**Run 1: signal wires by layer**

Scale: 1.5 px per um.
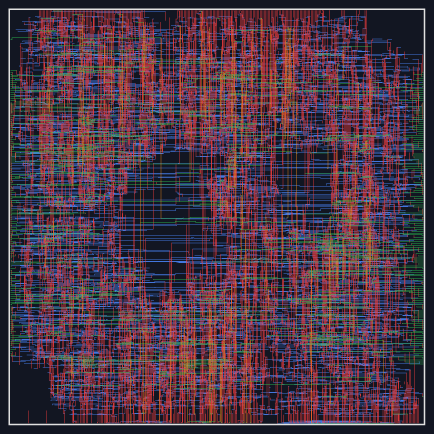
**Run 1: sequential cells coloured by netlist name**

Scale: 1 px per um.
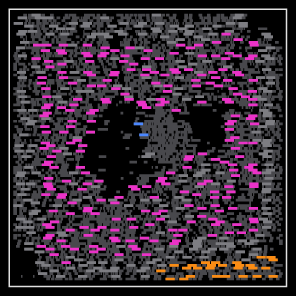
**Run 1: selected gate families**

Scale: 1.5 px per um.
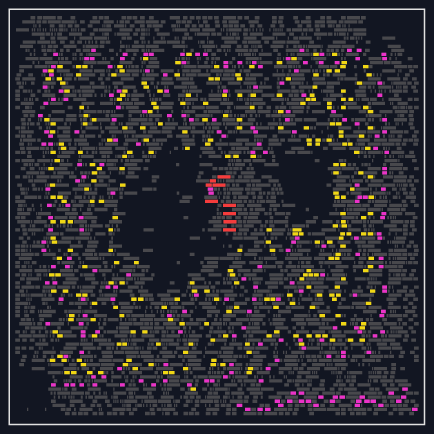
**Run 1: I/O nets highlighted**

Scale: 1.5 px per um.
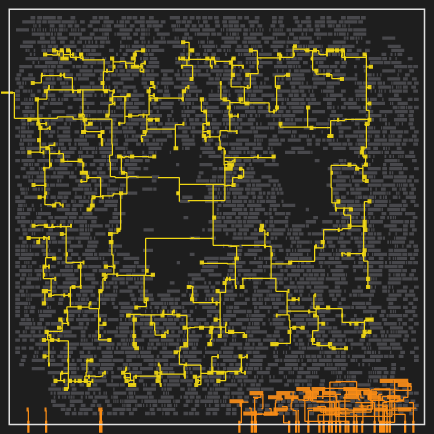
<file path="src/rtl/cacheline_adaptor.sv">
// rtl/cacheline_adaptor.sv - 256-bit cacheline to 4x64-bit memory burst adaptor (option: CACHELINE_ADAPTOR_EARLY_RESP_EN)
module cacheline_adaptor #(
    parameter int LINE_W  = 256,
    parameter int BURST_W = 64,
    parameter int ADDR_W  = 32
) (
    input  logic                clk,
    input  logic                rst_n,
    input  logic [LINE_W-1:0]   line_i,
    output logic [LINE_W-1:0]   line_o,
    input  logic [ADDR_W-1:0]   address_i,
    input  logic                read_i,
    input  logic                write_i,
    output logic                resp_o,
    input  logic [BURST_W-1:0]  burst_i,
    output logic [BURST_W-1:0]  burst_o,
    output logic [ADDR_W-1:0]   address_o,
    output logic                read_o,
    output logic                write_o,
    input  logic                resp_i
);

    localparam int BEATS = LINE_W / BURST_W;
    localparam int CNT_W = (BEATS > 1) ? $clog2(BEATS) : 1;
    localparam int OFF_W = $clog2(LINE_W / 8);
    localparam logic [ADDR_W-1:0] ALIGN_MASK = ~(ADDR_W'((1 << OFF_W) - 1));
    localparam logic [CNT_W-1:0]  LAST_CNT   = CNT_W'(BEATS - 1);

    localparam logic [1:0] S_IDLE = 2'd0;
    localparam logic [1:0] S_RD   = 2'd1;
    localparam logic [1:0] S_WR   = 2'd2;
    localparam logic [1:0] S_DONE = 2'd3;

    logic [1:0]         state;
    logic [CNT_W-1:0]   cnt;
    logic [LINE_W-1:0]  line_buf;   // write data to send, or read beats gathered so far
    logic [LINE_W-1:0]  line_q;     // last fully completed read line
    logic [LINE_W-1:0]  rd_line;    // line_buf with the incoming beat dropped into slot cnt
    logic [BURST_W-1:0] wr_beat;
    logic               last_beat;

    assign last_beat = ((state == S_RD) || (state == S_WR)) && resp_i && (cnt == LAST_CNT);

    // Beat slot selection for both directions, indexed by the beat counter
    always_comb begin
        rd_line = line_buf;
        wr_beat = '0;
        for (int b = 0; b < BEATS; b++) begin
            if (cnt == CNT_W'(b)) begin
                rd_line[b*BURST_W +: BURST_W] = burst_i;
                wr_beat = line_buf[b*BURST_W +: BURST_W];
            end
        end
    end

    // Transaction FSM, beat counter and data/address capture
    always_ff @(posedge clk or negedge rst_n) begin
        if (!rst_n) begin
            state     <= S_IDLE;
            cnt       <= '0;
            line_buf  <= '0;
            line_q    <= '0;
            address_o <= '0;
        end else begin
            case (state)
                S_IDLE: begin
                    // write takes priority over a simultaneous read
                    if (write_i) begin
                        line_buf  <= line_i;
                        address_o <= address_i & ALIGN_MASK;
                        cnt       <= '0;
                        state     <= S_WR;
                    end else if (read_i) begin
                        address_o <= address_i & ALIGN_MASK;
                        cnt       <= '0;
                        state     <= S_RD;
                    end
                end
                S_RD: begin
                    if (resp_i) begin
                        line_buf <= rd_line;
                        cnt      <= cnt + CNT_W'(1);
                        if (cnt == LAST_CNT) begin
                            // line_o only changes once the whole line has arrived
                            line_q <= rd_line;
                            state  <= S_DONE;
                        end
                    end
                end
                S_WR: begin
                    if (resp_i) begin
                        cnt <= cnt + CNT_W'(1);
                        if (cnt == LAST_CNT) begin
                            state <= S_DONE;
                        end
                    end
                end
                default: begin
                    // held requests are ignored here so they cannot retrigger
                    state <= S_IDLE;
                end
            endcase
        end
    end

    assign read_o  = (state == S_RD);
    assign write_o = (state == S_WR);
    assign burst_o = write_o ? wr_beat : '0;

`ifdef CACHELINE_ADAPTOR_EARLY_RESP_EN
    // Respond alongside the final beat and bypass that beat straight onto line_o
    assign resp_o = last_beat;
    assign line_o = (last_beat && (state == S_RD)) ? rd_line : line_q;
`else
    // Registered response: one cycle in DONE, line already settled in line_q
    assign resp_o = (state == S_DONE);
    assign line_o = line_q;
`endif

endmodule

</file>
<file path="config.mk">
export PLATFORM = sky130hd
export DESIGN_NAME = cacheline_adaptor
export DESIGN_NICKNAME = d
export VERILOG_FILES = /design/src/rtl/cacheline_adaptor.sv
export SDC_FILE = /design/constraint.sdc
export NUM_CORES = 1
export LEC_CHECK = 0
export CORE_MARGIN = 3
export CORE_UTILIZATION = 40
export DETAILED_ROUTE_END_ITERATION = 7
export MAX_ROUTING_LAYER = met4
export PLACE_DENSITY = 0.64
export SYNTH_ARGS = -nofsm -noshare
export SYNTH_HDL_FRONTEND = slang
export SYNTH_SLANG_ARGS = --single-unit
</file>
<file path="constraint.sdc">
create_clock -name clk -period 2.37 [get_ports clk]
set_input_delay 0.237 -clock clk [delete_from_list [all_inputs] [get_ports clk]]
set_output_delay 0.237 -clock clk [all_outputs]
set_load 0.05 [all_outputs]
</file>
==> report_table.html, run 1 <==
<h2>Synthesis and place &amp; route</h2>
<table>
<tr><th>Metric</th><th>Value</th></tr>
<tr><th colspan="2">STA</th></tr>
<tr><td>Skew final</td><td>0.0287 ns</td></tr>
<tr><td>Clock period minus final worst setup slack</td><td>2.73 ns</td></tr>
<tr><td>Total negative setup slack</td><td>-17.05 ns</td></tr>
<tr><td>Maximum clock frequency</td><td>0.366 GHz</td></tr>
<tr><td>Finish-stage setup viols</td><td>64</td></tr>
<tr><td>Hold Vio Cnt, Final</td><td>0</td></tr>
<tr><td>Share of the cycle needed by the critical path after routing</td><td>1.15</td></tr>
<tr><td>Worst rel slew slack</td><td>0.320</td></tr>
<tr><td>Total count of max-transition violations in the final report</td><td>0</td></tr>
<tr><td>RSZ-0062 raised after global routing</td><td>yes</td></tr>
<tr><td>Final WS setup</td><td>-0.360 ns</td></tr>
<tr><td>Tightest Pin Transition</td><td>1.02 ns</td></tr>
<tr><th colspan="2">Place</th></tr>
<tr><td>DP Wirelength</td><td>82700 um</td></tr>
<tr><td>Placer Congestion</td><td>0.908</td></tr>
<tr><td>Standard cell area after detailed placement</td><td>0.0386 mm2</td></tr>
<tr><td>Count of buffers from port buffering</td><td>701</td></tr>
<tr><td>Worst slack after detailed placement</td><td>0.0297 ns</td></tr>
<tr><th colspan="2">Routing</th></tr>
<tr><td>Vias per cell</td><td>6.11</td></tr>
<tr><td>DRC errors left</td><td>0</td></tr>
<tr><td>Total detailed-routing wirelength</td><td>134000 um</td></tr>
<tr><td>Vias</td><td>28400</td></tr>
<tr><td>Number of nets with antenna violations after detailed routing</td><td>0</td></tr>
<tr><td>Pre-antenna DRT Iters</td><td>6</td></tr>
<tr><td>DRT iter0 DRCs</td><td>3163</td></tr>
<tr><th colspan="2">Setup path</th></tr>
<tr><td>Register-to-Register Path Depth</td><td>8</td></tr>
<tr><td>Endpoint type of the worst setup path</td><td>output pin</td></tr>
<tr><td>Data arrival time of the critical path</td><td>2.49 ns</td></tr>
<tr><td>Required time at the endpoint of the critical path</td><td>2.13 ns</td></tr>
<tr><td>Slowest cell on the critical path</td><td>sky130_fd_sc_hd__dfrtp_2</td></tr>
<tr><td>Endpoint of the worst register-to-register path</td><td>line_buf[1]</td></tr>
<tr><td>Endpoint of the worst setup timing path</td><td>burst_o[5]</td></tr>
<tr><td>Crit path top cell by count</td><td>sky130_fd_sc_hd__buf_12</td></tr>
<tr><td>Delay-heaviest family, CP</td><td>buffers and inverters</td></tr>
<tr><td>Crit. path cell count</td><td>9</td></tr>
<tr><td>Ordered list of cells on the worst path</td><td>inv_4 &gt; ha_4 &gt; nor2b_4 &gt; buf_12 &gt; buf_12 &gt; buf_16 &gt; a221oi_4 &gt; o31ai_4 &gt; buf_12</td></tr>
<tr><td>Flop-to-flop setup slack</td><td>0.08 ns</td></tr>
<tr><td>Sum of buffers and inverters on the critical path</td><td>5</td></tr>
<tr><td>Biggest fanout along the worst timing path</td><td>8</td></tr>
<tr><td>Timing startpoint of the critical path</td><td>cnt[0]</td></tr>
<tr><td>Startpoint class of the critical path</td><td>register</td></tr>
<tr><td>Highest cell delay on the worst timing path</td><td>0.46 ns</td></tr>
<tr><th colspan="2">Layout</th></tr>
<tr><td>Number of fillers in the final layout</td><td>5993</td></tr>
<tr><td>Post-route standard cell area excluding fillers</td><td>0.0432 mm2</td></tr>
<tr><td>Non-filler cells, final</td><td>4645</td></tr>
<tr><td>Commonest cells after routing, fill and taps aside</td><td>sky130_fd_sc_hd__clkdlybuf4s50_1 (632), sky130_fd_sc_hd__dfrtp_1 (541), sky130_fd_sc_hd__nand2_1 (433)</td></tr>
<tr><td>Comb area</td><td>0.0155 mm2</td></tr>
<tr><td>Share of cells above drive strength 1</td><td>0.207</td></tr>
<tr><th colspan="2">Power and ir drop</th></tr>
<tr><td>Power per unit of standard cell area</td><td>1570 mW/mm2</td></tr>
<tr><td>Peak VDD IR</td><td>1.02 mV</td></tr>
<tr><td>Leakage power figure</td><td>17.1 nW</td></tr>
<tr><th colspan="2">Job</th></tr>
<tr><td>Warning total across the stage logs</td><td>57</td></tr>
<tr><th colspan="2">Logic synthesis</th></tr>
<tr><td>Number of enable flip-flop cells</td><td>0</td></tr>
<tr><td>Number of storage elements in the synthesis netlist</td><td>543</td></tr>
<tr><td>Post-synthesis cell count from yosys</td><td>2999</td></tr>
<tr><td>Area reported by Yosys stat</td><td>0.0291 mm2</td></tr>
<tr><td>Most instantiated flip-flop cell in the synthesis netlist</td><td>sky130_fd_sc_hd__dfrtp_1</td></tr>
<tr><td>Async set-reset flop share out of synthesis</td><td>1.00</td></tr>
<tr><td>Count of distinct cell types in the synthesized netlist</td><td>45</td></tr>
<tr><td>Total number of yosys warnings</td><td>0</td></tr>
<tr><td>Post-synthesis instance total</td><td>2999</td></tr>
<tr><td>Post-synth design cell area</td><td>0.0291 mm2</td></tr>
<tr><td>Post-synthesis sequential area ratio</td><td>0.467</td></tr>
<tr><th colspan="2">Clock tree</th></tr>
<tr><td>Source-to-sink clock delay at the later pin of the worst-skew pair</td><td>0.61 ns</td></tr>
<tr><td>Number of setup buffers added after CTS</td><td>25</td></tr>
<tr><td>Clock transition time at the flip-flop clock pins of the worst setup and hold paths</td><td>0.06 ns</td></tr>
<tr><td>Sink Count</td><td>543</td></tr>
<tr><td>Hold buffer count at cts</td><td>1</td></tr>
<tr><td>Library cell used as clock root buffer</td><td>sky130_fd_sc_hd__clkbuf_16</td></tr>
<tr><td>TritonCTS Buffers</td><td>66</td></tr>
<tr><td>Clock tree from TritonCTS</td><td>built</td></tr>
<tr><td>H-tree level count</td><td>3</td></tr>
<tr><td>Maximum root-to-sink buffer count</td><td>3</td></tr>
<tr><th colspan="2">Floorplan</th></tr>
<tr><td>Total core area</td><td>0.0719 mm2</td></tr>
<tr><td>Die height</td><td>276 um</td></tr>
<tr><td>Site Rows</td><td>98</td></tr>
<tr><td>Width of the die</td><td>276 um</td></tr>
<tr><td>Number of I/O pins</td><td>712</td></tr>
<tr><th colspan="2">Worst hold path</th></tr>
<tr><td>Worst hold path class</td><td>primary input to async pin</td></tr>
<tr><th colspan="2">GRT</th></tr>
<tr><td>Antenna violations before repair</td><td>19</td></tr>
<tr><td>Via count of the first global-routing pass</td><td>28700</td></tr>
<tr><td>Total track usage</td><td>0.340</td></tr>
<tr><td>Global-route wire length before repair</td><td>189000 um</td></tr>
<tr><th colspan="2">Status</th></tr>
<tr><td>Failing checks</td><td>negative setup slack</td></tr>
<tr><td>Result of the run</td><td>complete, but fails checks</td></tr>
</table>
-- 'signal wires by layer' (at the start) --
[green] metal 3 | wire length: 12100 um
[blue] metal 1 | wire length: 54.0 mm
[orange] metal 4 | wire length: 5370 um
[red] metal 2 | wire length: 62.3 mm

-- 'sequential cells coloured by netlist name' (at the start) --
[blue] state | sequential cells: 2
[magenta] line_buf | sequential cells: 256 | where: spread over the die
[orange] address_o | sequential cells: 27 | where: south-east
not coloured: 258
Post-Route Utilization: 0.601
Seq area share: 0.315

-- 'selected gate families' (at the start) --
[yellow] non-inverting ao/oa cells | cells: 279 | where: spread over the die
[magenta] mux cells | cells: 221 | where: spread over the die
[red] fa/ha/maj cells | cells: 9 | where: centre

-- 'I/O nets highlighted' (at the start) --
[yellow] write_i | direction: input | edge: west | end cells: 389 | buffers: 5 | wire: 3800 um
[orange] address_o | direction: output | edge: south | end cells: 32 | buffers: 27 | wire: 1210 um

-- run 1: cell type report --
cell class,count,share of cell area
Multi-Input combinational cell,2102,0.360
Inverter,35,0.00316
Tap cell,950,0.0275
Sequential cell,543,0.315
Timing Repair Buffer,879,0.241
Clock buffer,94,0.0452
Antenna cell,20,0.00116
Clock inverter,22,0.00696
-- run 1: power by group --
part | internal (mW) | switching [mW]
Combinational | 17.4 | 23.5
Clock | 6.40 | 4.24
Sequential | 12.8 | 3.45
-- run 1: per-layer routing --
metal  GRT usage  up-vias  wire length [um]  part of all wire
met5           -        -                 0                 0
met4       0.145        0              5370             0.040
met3      0.0761      313             12100             0.091
met2       0.524     1590             62300              0.47
met1       0.432    14200             54000              0.40
li1            -    12200                 -                 -
-- run 1: Yosys cell counts, types with 2 or more instances --
library cell	instances	area share
sky130_fd_sc_hd__a21oi_1	62	0.011
sky130_fd_sc_hd__a221o_1	40	0.014
sky130_fd_sc_hd__a221oi_1	64	0.019
sky130_fd_sc_hd__a32o_1	12	0.0041
sky130_fd_sc_hd__buf_1	5	0.00064
sky130_fd_sc_hd__buf_2	153	0.026
sky130_fd_sc_hd__buf_4	47	0.012
sky130_fd_sc_hd__buf_6	7	0.0027
sky130_fd_sc_hd__clkbuf_1	112	0.014
sky130_fd_sc_hd__dfrtp_1	543	0.47
sky130_fd_sc_hd__ha_1	9	0.0039
sky130_fd_sc_hd__inv_1	35	0.0045
sky130_fd_sc_hd__mux2_1	3	0.0012
sky130_fd_sc_hd__mux2_2	26	0.010
sky130_fd_sc_hd__mux2i_1	192	0.066
sky130_fd_sc_hd__nand2_1	438	0.056
sky130_fd_sc_hd__nand2_2	3	0.00064
sky130_fd_sc_hd__nand2b_1	46	0.0099
sky130_fd_sc_hd__nand3_1	49	0.0084
sky130_fd_sc_hd__nand4_1	3	0.00064
sky130_fd_sc_hd__nor2_1	204	0.026
sky130_fd_sc_hd__nor2b_1	64	0.014
sky130_fd_sc_hd__nor3b_1	205	0.053
sky130_fd_sc_hd__o21ai_0	335	0.058
sky130_fd_sc_hd__o21ai_1	9	0.0015
sky130_fd_sc_hd__o221a_2	215	0.083
sky130_fd_sc_hd__o311ai_0	2	0.00060
sky130_fd_sc_hd__o31ai_1	63	0.016
sky130_fd_sc_hd__o32a_1	11	0.0038
sky130_fd_sc_hd__o32ai_1	27	0.0081
-- run 1: cell families after synthesis --
| family | count (synthesis) | share of synthesized area |
|---|---|---|
| mux | 221 | 0.0772 |
| flops | 543 | 0.467 |
| fa+ha+maj | 9 | 0.00387 |
| compound gates | 843 | 0.220 |
| buf+inv | 359 | 0.0607 |
| simple gates | 1023 | 0.172 |
| other cells | 1 | 0.000129 |
-- run 1: worst min-delay path by stage --
stage	from	to	slack, ns
6_report	rst_n	address_o[9]	0.20
2_1_floorplan	rst_n	address_o[10]	-0.06
4_1_cts	rst_n	address_o[9]	0.19
3_5_place_dp	rst_n	address_o[9]	0.25
5_1_grt	rst_n	address_o[29]	0.21
3_3_place_gp	rst_n	address_o[14]	0.23
-- run 1: state kept, by name (all words and copies together), names as in the netlist --
| name | count |
|---|---|
| state | 2 |
| cnt | 2 |
| line_o | 256 |
| line_buf | 256 |
| address_o | 27 |
--- run 2 (diff from run 1) ---
- ABC_CLOCK_PERIOD_IN_PS: unset -> 2370
- CORE_ASPECT_RATIO: unset -> 2
**Run 2: clock routing**

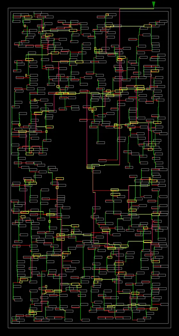
skew final: 0.0270 ns
Sink Count: 543

**Run 2: signal wires by layer**

Scale: 1 px per um.
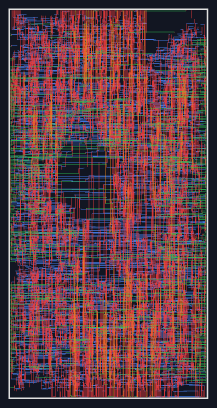
[green] metal 3 | wire length: 12400 um
[orange] metal 4 | wire length: 7840 um
[red] metal 2 | wire length: 65.9 mm
[blue] metal 1 | wire length: 48.9 mm

**Run 2: sequential cells coloured by netlist name**

Scale: 1 px per um.
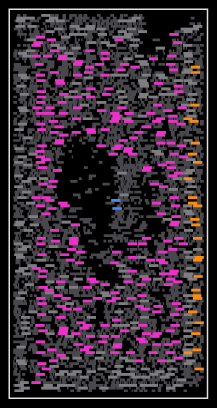
[orange] address_o | sequential cells: 27
[blue] state | sequential cells: 2
[magenta] line_buf | sequential cells: 256 | where: spread over the die

==> run 2 against run 1 <==
  * The flow still finishes with violations (negative setup slack)
  * Routed wire length rose by 0.91%
  * Global-route usage rose by 1.1 points
  * Worst hold slack got worse by 0.022 ns
  * Critical endpoint is now burst_o[16]
==> report_table.html, run 2 <==
<h2>Synthesis and place &amp; route</h2>
<table>
<tr><th>Metric</th><th>Value</th></tr>
<tr><th colspan="2">Status</th></tr>
<tr><td>Result of the run</td><td>complete, but fails checks</td></tr>
<tr><td>Failing checks</td><td>negative setup slack</td></tr>
<tr><th colspan="2">STA</th></tr>
<tr><td>Clock period minus final worst setup slack</td><td>2.78 ns</td></tr>
<tr><td>Hold Vio Cnt, Final</td><td>0</td></tr>
<tr><td>Final WS setup</td><td>-0.414 ns</td></tr>
<tr><td>Worst rel slew slack</td><td>0.141</td></tr>
<tr><td>Total count of max-transition violations in the final report</td><td>0</td></tr>
<tr><td>RSZ-0062 raised after global routing</td><td>yes</td></tr>
<tr><td>Finish-stage setup viols</td><td>64</td></tr>
<tr><td>Maximum clock frequency</td><td>0.359 GHz</td></tr>
<tr><td>Share of the cycle needed by the critical path after routing</td><td>1.17</td></tr>
<tr><td>Tightest Pin Transition</td><td>1.29 ns</td></tr>
<tr><th colspan="2">Setup path</th></tr>
<tr><td>Ordered list of cells on the worst path</td><td>buf_6 &gt; ha_4 &gt; nor2b_4 &gt; buf_12 &gt; buf_12 &gt; a221oi_4 &gt; o31ai_4 &gt; buf_12</td></tr>
<tr><td>Crit. path cell count</td><td>8</td></tr>
<tr><td>Setup CP Type</td><td>register to output pin</td></tr>
<tr><td>Highest cell delay on the worst timing path</td><td>0.40 ns</td></tr>
<tr><td>Endpoint type of the worst setup path</td><td>output pin</td></tr>
<tr><td>Register-to-Register Path Depth</td><td>6</td></tr>
<tr><td>Data arrival time of the critical path</td><td>2.55 ns</td></tr>
<tr><td>Crit path top cell by count</td><td>sky130_fd_sc_hd__buf_12</td></tr>
<tr><td>Required time at the endpoint of the critical path</td><td>2.13 ns</td></tr>
<tr><td>Startpoint class of the critical path</td><td>register</td></tr>
<tr><td>Delay-heaviest family, CP</td><td>buffers and inverters</td></tr>
<tr><td>Sum of buffers and inverters on the critical path</td><td>4</td></tr>
<tr><td>Biggest fanout along the worst timing path</td><td>6</td></tr>
<tr><td>Slowest cell on the critical path</td><td>sky130_fd_sc_hd__dfrtp_1</td></tr>
<tr><th colspan="2">Power and ir drop</th></tr>
<tr><td>Sw Ratio</td><td>0.466</td></tr>
<tr><td>Net switching component of the power</td><td>30.8 mW</td></tr>
<tr><td>Fraction of power consumed by the clock network</td><td>0.139</td></tr>
<tr><td>Power per unit of standard cell area</td><td>1550 mW/mm2</td></tr>
<tr><td>Peak VDD IR</td><td>0.977 mV</td></tr>
<tr><td>Relative contribution of sequential cells to total power</td><td>0.247</td></tr>
<tr><td>Overall Power</td><td>66.0 mW</td></tr>
<tr><td>Cell internal pwr</td><td>35.3 mW</td></tr>
<tr><td>Relative contribution of combinational cells to total power</td><td>0.614</td></tr>
<tr><td>Leakage power figure</td><td>16.9 nW</td></tr>
<tr><th colspan="2">Layout</th></tr>
<tr><td>Nets@finish</td><td>3985</td></tr>
<tr><td>Top cell excl fill/tap</td><td>sky130_fd_sc_hd__clkdlybuf4s50_1</td></tr>
<tr><td>Area added between synthesis and finish</td><td>46.5%</td></tr>
<tr><td>Share of cells above drive strength 1</td><td>0.202</td></tr>
<tr><td>Commonest cells after routing, fill and taps aside</td><td>sky130_fd_sc_hd__clkdlybuf4s50_1 (632), sky130_fd_sc_hd__dfrtp_1 (542), sky130_fd_sc_hd__nand2_1 (435)</td></tr>
<tr><th colspan="2">Floorplan</th></tr>
<tr><td>Number of I/O pins</td><td>712</td></tr>
<tr><td>Die area</td><td>0.0763 mm2</td></tr>
<tr><td>Total core area</td><td>0.0720 mm2</td></tr>
<tr><td>Width of the die</td><td>197 um</td></tr>
<tr><td>Site Rows</td><td>139</td></tr>
<tr><td>Starting density of the core</td><td>0.404</td></tr>
<tr><td>Die height</td><td>388 um</td></tr>
<tr><th colspan="2">Logic synthesis</th></tr>
<tr><td>Number of storage elements in the synthesis netlist</td><td>543</td></tr>
<tr><td>Post-synth design cell area</td><td>0.0291 mm2</td></tr>
<tr><td>Top cells by area, synth</td><td>sky130_fd_sc_hd__dfrtp_1 (47%), sky130_fd_sc_hd__o221a_2 (8.3%), sky130_fd_sc_hd__mux2i_1 (6.6%)</td></tr>
<tr><td>Post-synthesis sequential area ratio</td><td>0.467</td></tr>
<tr><td>Post-synthesis cell count from yosys</td><td>2999</td></tr>
<tr><td>Leading area contributor after synthesis</td><td>sky130_fd_sc_hd__dfrtp_1</td></tr>
<tr><td>Cell with the most instances after synthesis</td><td>sky130_fd_sc_hd__dfrtp_1</td></tr>
<tr><td>Count of distinct cell types in the synthesized netlist</td><td>45</td></tr>
<tr><td>Post-synthesis area per instance</td><td>9.71 um2</td></tr>
<tr><td>Area reported by Yosys stat</td><td>0.0291 mm2</td></tr>
<tr><td>Area share of the leading cell type in the synthesized netlist</td><td>0.467</td></tr>
<tr><td>Async set-reset flop share out of synthesis</td><td>1.00</td></tr>
<tr><td>Number of enable flip-flop cells</td><td>0</td></tr>
<tr><td>Post-synthesis instance total</td><td>2999</td></tr>
<tr><td>Most instantiated flip-flop cell in the synthesis netlist</td><td>sky130_fd_sc_hd__dfrtp_1</td></tr>
<tr><td>Commonest cells post-synth</td><td>sky130_fd_sc_hd__dfrtp_1 (543), sky130_fd_sc_hd__nand2_1 (438), sky130_fd_sc_hd__o21ai_0 (335)</td></tr>
<tr><td>Total number of yosys warnings</td><td>0</td></tr>
<tr><th colspan="2">Clock tree</th></tr>
<tr><td>Source-to-sink clock delay at the later pin of the worst-skew pair</td><td>0.63 ns</td></tr>
<tr><td>Maximum root-to-sink buffer count</td><td>3</td></tr>
<tr><td>Library cell used as clock root buffer</td><td>sky130_fd_sc_hd__clkbuf_16</td></tr>
<tr><td>Clock transition time at the flip-flop clock pins of the worst setup and hold paths</td><td>0.07 ns</td></tr>
<tr><td>TritonCTS Buffers</td><td>53</td></tr>
<tr><td>H-tree level count</td><td>2</td></tr>
<tr><td>Clock tree from TritonCTS</td><td>built</td></tr>
<tr><th colspan="2">Place</th></tr>
<tr><td>DP Wirelength</td><td>90000 um</td></tr>
<tr><td>Worst slack after detailed placement</td><td>-0.0329 ns</td></tr>
<tr><td>Placer Congestion</td><td>0.926</td></tr>
<tr><td>Count of buffers from port buffering</td><td>701</td></tr>
<tr><th colspan="2">Routing</th></tr>
<tr><td>Number of nets with antenna violations after detailed routing</td><td>0</td></tr>
<tr><td>DRT iter0 DRCs</td><td>2279</td></tr>
<tr><td>Total detailed-routing wirelength</td><td>135000 um</td></tr>
<tr><td>Pre-antenna DRT Iters</td><td>6</td></tr>
<tr><td>Vias</td><td>28000</td></tr>
<tr><td>DRC errors left</td><td>0</td></tr>
<tr><td>Final routed wire length divided by cell count</td><td>29.3 um</td></tr>
<tr><td>Vias per cell</td><td>6.08</td></tr>
<tr><th colspan="2">Job</th></tr>
<tr><td>Max Cap Viol</td><td>0</td></tr>
<tr><td>Warning total across the stage logs</td><td>52</td></tr>
<tr><th colspan="2">GRT</th></tr>
<tr><td>Maximum number of pins on one net before global-route repair</td><td>184</td></tr>
<tr><td>Leftover overflow at the end of global routing</td><td>0</td></tr>
<tr><td>Antenna violations before repair</td><td>35</td></tr>
<tr><td>Global-route wire length before repair</td><td>196000 um</td></tr>
<tr><td>Via count of the first global-routing pass</td><td>29000</td></tr>
<tr><td>Total track usage</td><td>0.351</td></tr>
<tr><th colspan="2">Worst hold path</th></tr>
<tr><td>Worst hold path class</td><td>primary input to async pin</td></tr>
</table>
[run 2: netlist changes by cell type in the layout (fill, tap and decap cells not counted), moves of 8 or more]
cell                        delta
sky130_fd_sc_hd__clkbuf_16    -21
sky130_fd_sc_hd__buf_12       +17
sky130_fd_sc_hd__diode_2      +15
sky130_fd_sc_hd__a221oi_2     -14
sky130_fd_sc_hd__a221oi_4     +12
sky130_fd_sc_hd__buf_16       -10
sky130_fd_sc_hd__buf_4         +8
[run 2: stage by stage]
step / util / std cells / hold slack (ns) / area (um2) / setup TNS (ns)
after global routing: 0.592 / 4608 / 0.199 / 42700 / -25.31
after CTS: 0.589 / 4569 / 0.177 / 42400 / -24.02
final: 0.592 / 4608 / 0.179 / 42700 / -21.55
after floorplan: - / 3003 / -0.0586 / 30000 / 0
after global placement: 0.543 / 4443 / 0.244 / 39100 / 0
after detailed placement: 0.543 / 4443 / 0.242 / 39100 / -0.0779
[run 2: logic make-up after synthesis]
family / Yosys count / share of synthesized area
other: 1 / 0.000129
buffers and inverters: 359 / 0.0607
AOI/OAI and AO/OA: 843 / 0.220
adders and majority gates: 9 / 0.00387
DFF: 543 / 0.467
and+or+nand+nor: 1023 / 0.172
muxes: 221 / 0.0772
[run 2: layout make-up]
type,count,area (um2)
antenna,35,87.6
clock buffer,74,1580
clock inverter,19,240
fill,6026,29300
inverter,35,134
multi-input combinational,2103,15600
sequential,543,13600
tap,916,1150
timing repair buffer,883,10200
[run 2: power by group through the flow]
stage          registers, mW  clock network [mW]  logic, mW
3_3_place_gp            15.8                   0       35.7
6_report                16.3                9.15       40.6
3_5_place_dp            16.0                   0       36.2
4_1_cts                 16.2                9.30       40.1
2_1_floorplan           20.1                   0       17.6
5_1_grt                 16.7                9.61       42.2
[run 2: path summary, 6_finish.rpt]
check,from,end,slack [ns]
setup / recovery,cnt[0],burst_o[16],-0.41
hold / removal,rst_n,line_buf[94],0.18
setup reg to reg,cnt[1],line_buf[238],0.06
hold reg to reg,line_o[200],line_o[200],0.47
max in group asynchronous,rst_n,line_buf[80],1.24
min in group clk,address_i[14],address_o[14],0.22
[run 2: timing repair]
action	in CTS	in global routing
hold buffers	1	0
pin swaps	71	20
gates cloned	15	4
resized	132	27
hold endpoints to repair	43	0
setup buffers	18	4
setup endpoints to repair	82	87
[run 2: per-layer routing]
metal	up-vias	GRT usage	routed length (um)
li1	12200	-	-
met1	13900	0.397	48900
met2	1535	0.569	65900
met3	359	0.0874	12400
met4	0	0.188	7840
met5	-	-	0
[run 2: worst register-to-register path: cells and delay by family (launching register included)]
kind | cells | cell delay [ns]
simple gates | 2 | 1.08
flops | 1 | 0.44
compound gates | 1 | 0.30
buf+inv | 2 | 0.28
fa+ha+maj | 1 | 0.15
Power is estimated from default activity; no workload was simulated.
